`src/rtl/mul_ctrl_pkg.sv`:
```
// ============================================================================
// Module      : mul_ctrl_pkg
// Description : Shared state encoding and run-length helper for the border
//               multiplier job sequencer.
// Revision    : 1.0
// ============================================================================
`default_nettype none

package mul_ctrl_pkg;

  typedef enum logic [1:0] {
    IDLE = 2'd0,
    CLR  = 2'd1,
    RUN  = 2'd2,
    DONE = 2'd3
  } mul_ctrl_state_t;

  function automatic int unsigned run_len(input int unsigned cycle_log);
    return 32'd1 << cycle_log;
  endfunction

endpackage

`default_nettype wire

```
`src/rtl/mul_border_ctrl_popcnt_acc.sv`:
```
// ============================================================================
// Module      : popcnt_acc
// Description : Sample counter plus ones accumulator with synchronous clear
//               and a terminal-count flag.
// Revision    : 1.0
// ============================================================================
`default_nettype none

module popcnt_acc
  import mul_ctrl_pkg::*;
#(
  parameter int CYCLE_LOG = 7
) (
  input  logic                 clk,
  input  logic                 rst_n,
  input  logic                 clr,
  input  logic                 en,
  input  logic                 bit_in,
  input  logic [CYCLE_LOG-1:0] term,
  output logic [CYCLE_LOG-1:0] count,
  output logic [CYCLE_LOG:0]   acc,
  output logic [CYCLE_LOG:0]   acc_next,
  output logic                 last
);

  // acc_next already includes the current sample, so the final one is not lost
  assign acc_next = acc + {{CYCLE_LOG{1'b0}}, bit_in};
  assign last     = en && (count == term);

  always_ff @(posedge clk or negedge rst_n) begin
    if (!rst_n) begin
      count <= '0;
      acc   <= '0;
    end else if (clr) begin
      count <= '0;
      acc   <= '0;
    end else if (en) begin
      count <= count + CYCLE_LOG'(1);
      acc   <= acc_next;
    end
  end

endmodule

`default_nettype wire

```
`src/rtl/mul_border_ctrl.sv`:
```
// ============================================================================
// Module      : mul_border_ctrl
// Description : Job sequencer for one rate-coded border multiplier lane.
//               Optional macro MUL_BORDER_CTRL_EARLY_TERM_EN adds i_len.
// Revision    : 1.0
// ============================================================================
`default_nettype none

module mul_border_ctrl
  import mul_ctrl_pkg::*;
#(
  parameter int WIDTH     = 8,
  parameter int CYCLE_LOG = WIDTH - 1
) (
  input  logic                 clk,
  input  logic                 rst_n,
  input  logic                 i_valid,
  output logic                 o_ready,
  input  logic [WIDTH-2:0]     i_data_i,
  input  logic [WIDTH-2:0]     i_data_w,
`ifdef MUL_BORDER_CTRL_EARLY_TERM_EN
  input  logic [CYCLE_LOG-1:0] i_len,
`endif
  output logic                 mul_clr_n,
  output logic [WIDTH-2:0]     mul_data_i,
  output logic [WIDTH-2:0]     mul_data_w,
  input  logic                 mul_bit,
  output logic                 o_valid,
  input  logic                 i_ready,
  output logic [CYCLE_LOG:0]   o_prod,
  output logic                 o_busy
);

  localparam logic [CYCLE_LOG-1:0] LAST_IDX = CYCLE_LOG'(run_len(CYCLE_LOG) - 1);

  mul_ctrl_state_t      state;
  mul_ctrl_state_t      state_next;
  logic                 accept;
  logic [CYCLE_LOG-1:0] term;
  logic [CYCLE_LOG-1:0] count;
  logic [CYCLE_LOG:0]   acc;
  logic [CYCLE_LOG:0]   acc_next;
  logic                 last;

  assign accept = i_valid && o_ready;

`ifdef MUL_BORDER_CTRL_EARLY_TERM_EN
  logic [CYCLE_LOG-1:0] len_q;

  always_ff @(posedge clk or negedge rst_n) begin
    if (!rst_n) begin
      len_q <= LAST_IDX;
    end else if (accept) begin
      len_q <= i_len;
    end
  end

  assign term = len_q;
`else
  assign term = LAST_IDX;
`endif

  popcnt_acc #(
    .CYCLE_LOG(CYCLE_LOG)
  ) u_popcnt_acc (
    .clk      (clk),
    .rst_n    (rst_n),
    .clr      (state == CLR),
    .en       (state == RUN),
    .bit_in   (mul_bit),
    .term     (term),
    .count    (count),
    .acc      (acc),
    .acc_next (acc_next),
    .last     (last)
  );

  always_ff @(posedge clk or negedge rst_n) begin
    if (!rst_n) begin
      state <= IDLE;
    end else begin
      state <= state_next;
    end
  end

  always_comb begin
    state_next = state;
    o_ready    = 1'b0;
    o_valid    = 1'b0;
    o_busy     = (state != IDLE);
    case (state)
      IDLE: begin
        o_ready = 1'b1;
        if (i_valid) state_next = CLR;
      end
      CLR:  state_next = RUN;
      RUN:  if (last) state_next = DONE;
      DONE: begin
        o_valid = 1'b1;
        if (i_ready) state_next = IDLE;
      end
      default: state_next = IDLE;
    endcase
  end

  // Clear is registered so sobol index 0 lands exactly on the first RUN cycle
  always_ff @(posedge clk or negedge rst_n) begin
    if (!rst_n) begin
      mul_clr_n  <= 1'b0;
      mul_data_i <= '0;
      mul_data_w <= '0;
      o_prod     <= '0;
    end else begin
      mul_clr_n <= (state_next == RUN);
      if (accept) begin
        mul_data_i <= i_data_i;
        mul_data_w <= i_data_w;
      end
      if (state == RUN && last) begin
        o_prod <= acc_next;
      end
    end
  end

endmodule

`default_nettype wire

```
`config.mk`:
```
export PLATFORM = sky130hd
export DESIGN_NAME = mul_border_ctrl
export DESIGN_NICKNAME = d
export VERILOG_FILES = /design/src/rtl/mul_ctrl_pkg.sv /design/src/rtl/mul_border_ctrl_popcnt_acc.sv /design/src/rtl/mul_border_ctrl.sv
export SDC_FILE = /design/constraint.sdc
export NUM_CORES = 1
export LEC_CHECK = 0
export CORE_MARGIN = 2
export CORE_UTILIZATION = 40
export DETAILED_ROUTE_END_ITERATION = 8
export HOLD_SLACK_MARGIN = 0.06
export PLACE_DENSITY = 0.67
export SYNTH_ARGS = -nofsm -noshare
export SYNTH_HDL_FRONTEND = slang
export SYNTH_SLANG_ARGS = --single-unit
```
`constraint.sdc`:
```
create_clock -name clk -period 1.4 [get_ports clk]
set_input_delay 0.28 -clock clk [delete_from_list [all_inputs] [get_ports clk]]
set_output_delay 0.28 -clock clk [all_outputs]
set_load 0.01 [all_outputs]
```
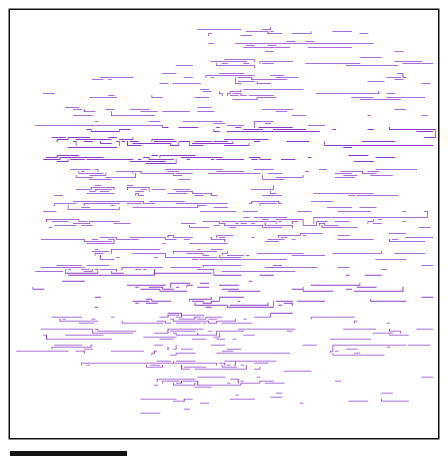
Run 1: metal 1
The bar under the picture is 20 um long.
nets with wire on the layer	242
main direction	horizontal
share of all routed wire	42%
Via Count: 1,576
GR Util met1: 0.190
Total Wirelength: 4590 um

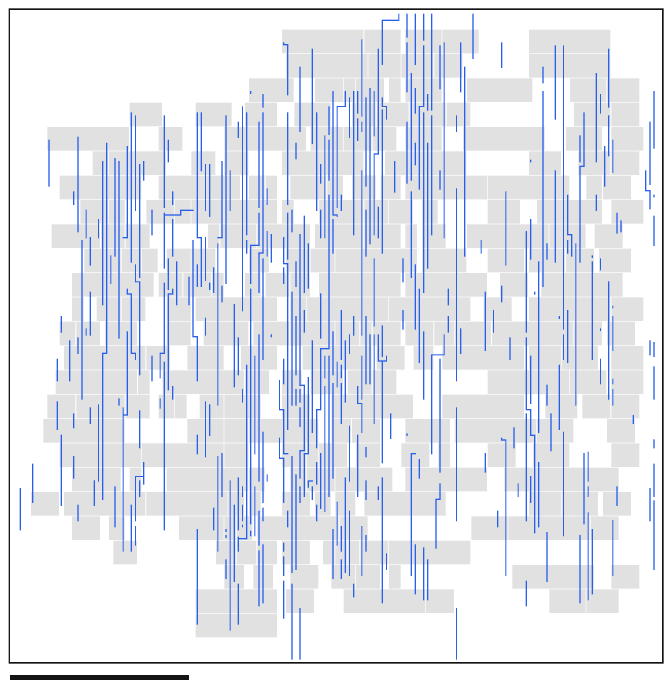
Run 1: metal 2
The bar under the picture is 20 um long. Cells faint in the background.
longest straight run	31.6 um
wire length on this layer	2,300 um
nets with wire on the layer	241

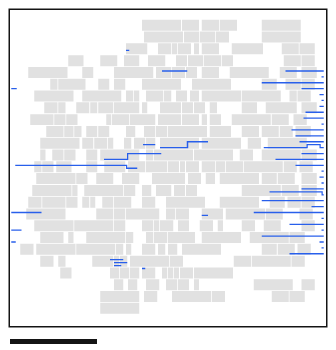
Run 1: signal wires on met3
The bar under the picture is 20 um long. Cells faint in the background.
main direction	horizontal
nets with wire on the layer	42
wire length on this layer	257 um
share of all routed wire	5.6%

==> flow_summary.yaml, run 1 <==
# flow metrics
floorplan:
  rows: 25
  die_area_um2: 5310
grt:
  grt_first_pass_wirelength_um: 6780
critical_path:
  crit_cells: 6
  start_kind: "flip-flop"
  crit_end: "o_prod[1]"
  cp_top_family: "flip-flops"
  worst_ep_required_time_ps: 1580
  worst_path_max_delay_cell: "dfrtp_1"
  slowest_delay_ps: 420
  cp.arrival_ps: 1680
synth:
  postSynthSeqShare: 0.527
  synth_nets: 193
  yosys_cells: 167
  synth-xor-area-share: 0.0231
route:
  via_per_inst: 5.13
  wl_met1_um: 1950
  drtIter0Drc: 70
  first_pass_iters: 4
cts:
  cts.root.buffer_cell: "clkbuf_8"
  clk_pin_slew_ps: 80
  max-clock-path-buffers: 2
run_status:
  violations: "setup timing"
  status: "complete, but fails checks"
timing:
  rsz0062_at_grt: "true"
  setup_viol: 16
  fmax_mhz: 667
  worst_slack_ps: -98.7
power_and_ir_drop:
  p_int_mw: 3.83
  irDropWorstVdd_mv: 1.15
placement:
  dp_cells: 281
layout:
  seq_share: 0.327
  inverters: 9
  fin_nets: 278
  nClkBuffers: 6
run:
  maxCapViolations: 0
min_path:
  hp-class: "input pin to async pin"
Run 1, cell density map:
7 x 7 tiles, from white (low) to dark blue (high), 0 to 100% covered.
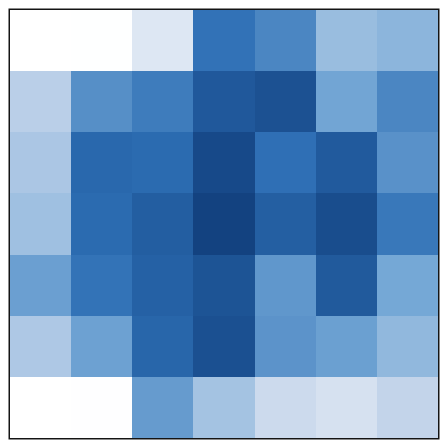

==> run 2: changes to the inputs <==
--- a/config.mk
+++ b/config.mk
@@ -5,11 +5,11 @@
 export SDC_FILE = /design/constraint.sdc
 export NUM_CORES = 1
 export LEC_CHECK = 0
-export CORE_MARGIN = 2
 export CORE_UTILIZATION = 40
 export DETAILED_ROUTE_END_ITERATION = 8
+export GPL_ROUTABILITY_DRIVEN = 0
 export HOLD_SLACK_MARGIN = 0.06
-export PLACE_DENSITY = 0.67
+export PLACE_DENSITY = 0.8
 export SYNTH_ARGS = -nofsm -noshare
 export SYNTH_HDL_FRONTEND = slang
 export SYNTH_SLANG_ARGS = --single-unit
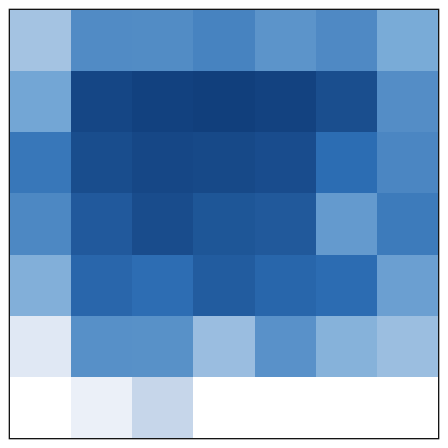
Run 2: cell density map
7 x 7 tiles, from white (low) to dark blue (high), 0 to 100% covered.
fullest tile	94%
tiles over 75% full	39%
mean over tiles	60%
nearly empty tiles	10%

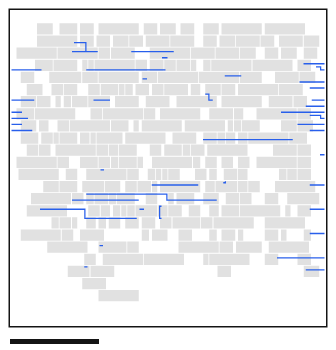
Run 2: signal wires on met3
The bar under the picture is 20 um long. Cells faint in the background.
share of all routed wire	4.7%
wire length on this layer	242 um
main direction	horizontal
nets with wire on the layer	34

==> flow_summary.yaml, run 2 <==
# flow metrics
run_status:
  status: "complete, but fails checks"
  violations: "DRC, setup timing"
floorplan:
  rows: 24
  die_area_um2: 5020
route:
  wl_met1_um: 2070
  vias: 1630
  via_per_inst: 5.36
  highest_layer: "met4"
  route.met3.wl_um: 241
  first_pass_iters: 6
  wl_per_cell_um: 16.9
  drt-total-wl_um: 5130
  drcViolationCount: 4
  drtIter0Drc: 141
grt:
  grt_use_met1: 0.237
  grt_first_pass_wirelength_um: 7430
  overflow: 0
  gr-max-usage-layer: "met2"
  track_usage: 0.194
critical_path:
  slowest_delay_ps: 470
  worst_ep_required_time_ps: 1630
  worst_path_max_delay_cell: "or4_1"
  end_kind: "flip-flop"
  crit_cells: 5
  start_kind: "flip-flop"
  crit_end: "u_popcnt_acc.count[6]"
  cp.arrival_ps: 1770
  cp_top_family: "simple AND/OR/NAND/NOR gates"
  critPathMaxFanout: 5
run:
  maxCapViolations: 0
layout:
  nNonClkBuffers: 87
  logic_area_um2: 1060
  inverters: 9
  nClkBuffers: 6
  nonClkBufAreaFrac: 0.267
  seq_share: 0.327
  clock_area_frac: 0.0254
  fin_nets: 278
  comb_area_frac: 0.346
power_and_ir_drop:
  power.total_mw: 6.29
  powerClk_mw: 0.744
  irDropWorstVdd_mv: 1.45
  p_sw_frac: 0.372
  p_seq_frac: 0.293
  power_density_nw_per_um2: 2060
  p_int_mw: 3.95
cts:
  cts_buffers: 5
  max-clock-path-buffers: 2
  insertion_delay_ps: 300
  cts_tree: "done"
  cts.root.buffer_cell: "clkbuf_8"
  clk_pin_slew_ps: 80
timing:
  fin_tns_setup_ps: -1780
  rsz0062_at_grt: "true"
  worst_slack_ps: -138
  setup_viol: 28
  fmax_mhz: 650
synth:
  area_leaders: "dfrtp_1 53%, mux2_2 10%, ha_1 4.6%"
  top_cell: "dfrtp_1"
  yosys_warnings: 0
  synth-xor-area-share: 0.0231
  yosysUniqueCellTypes: 34
  synth_nets: 193
  yosys_cells: 167
  yosys-top-cells-count: "40 x dfrtp_1, 17 x mux2_2, 11 x nor2_1, 11 x o21ai_0"
  postSynthSeqShare: 0.527
placement:
  dp_cells: 282
min_path:
  hp-class: "input pin to async pin"
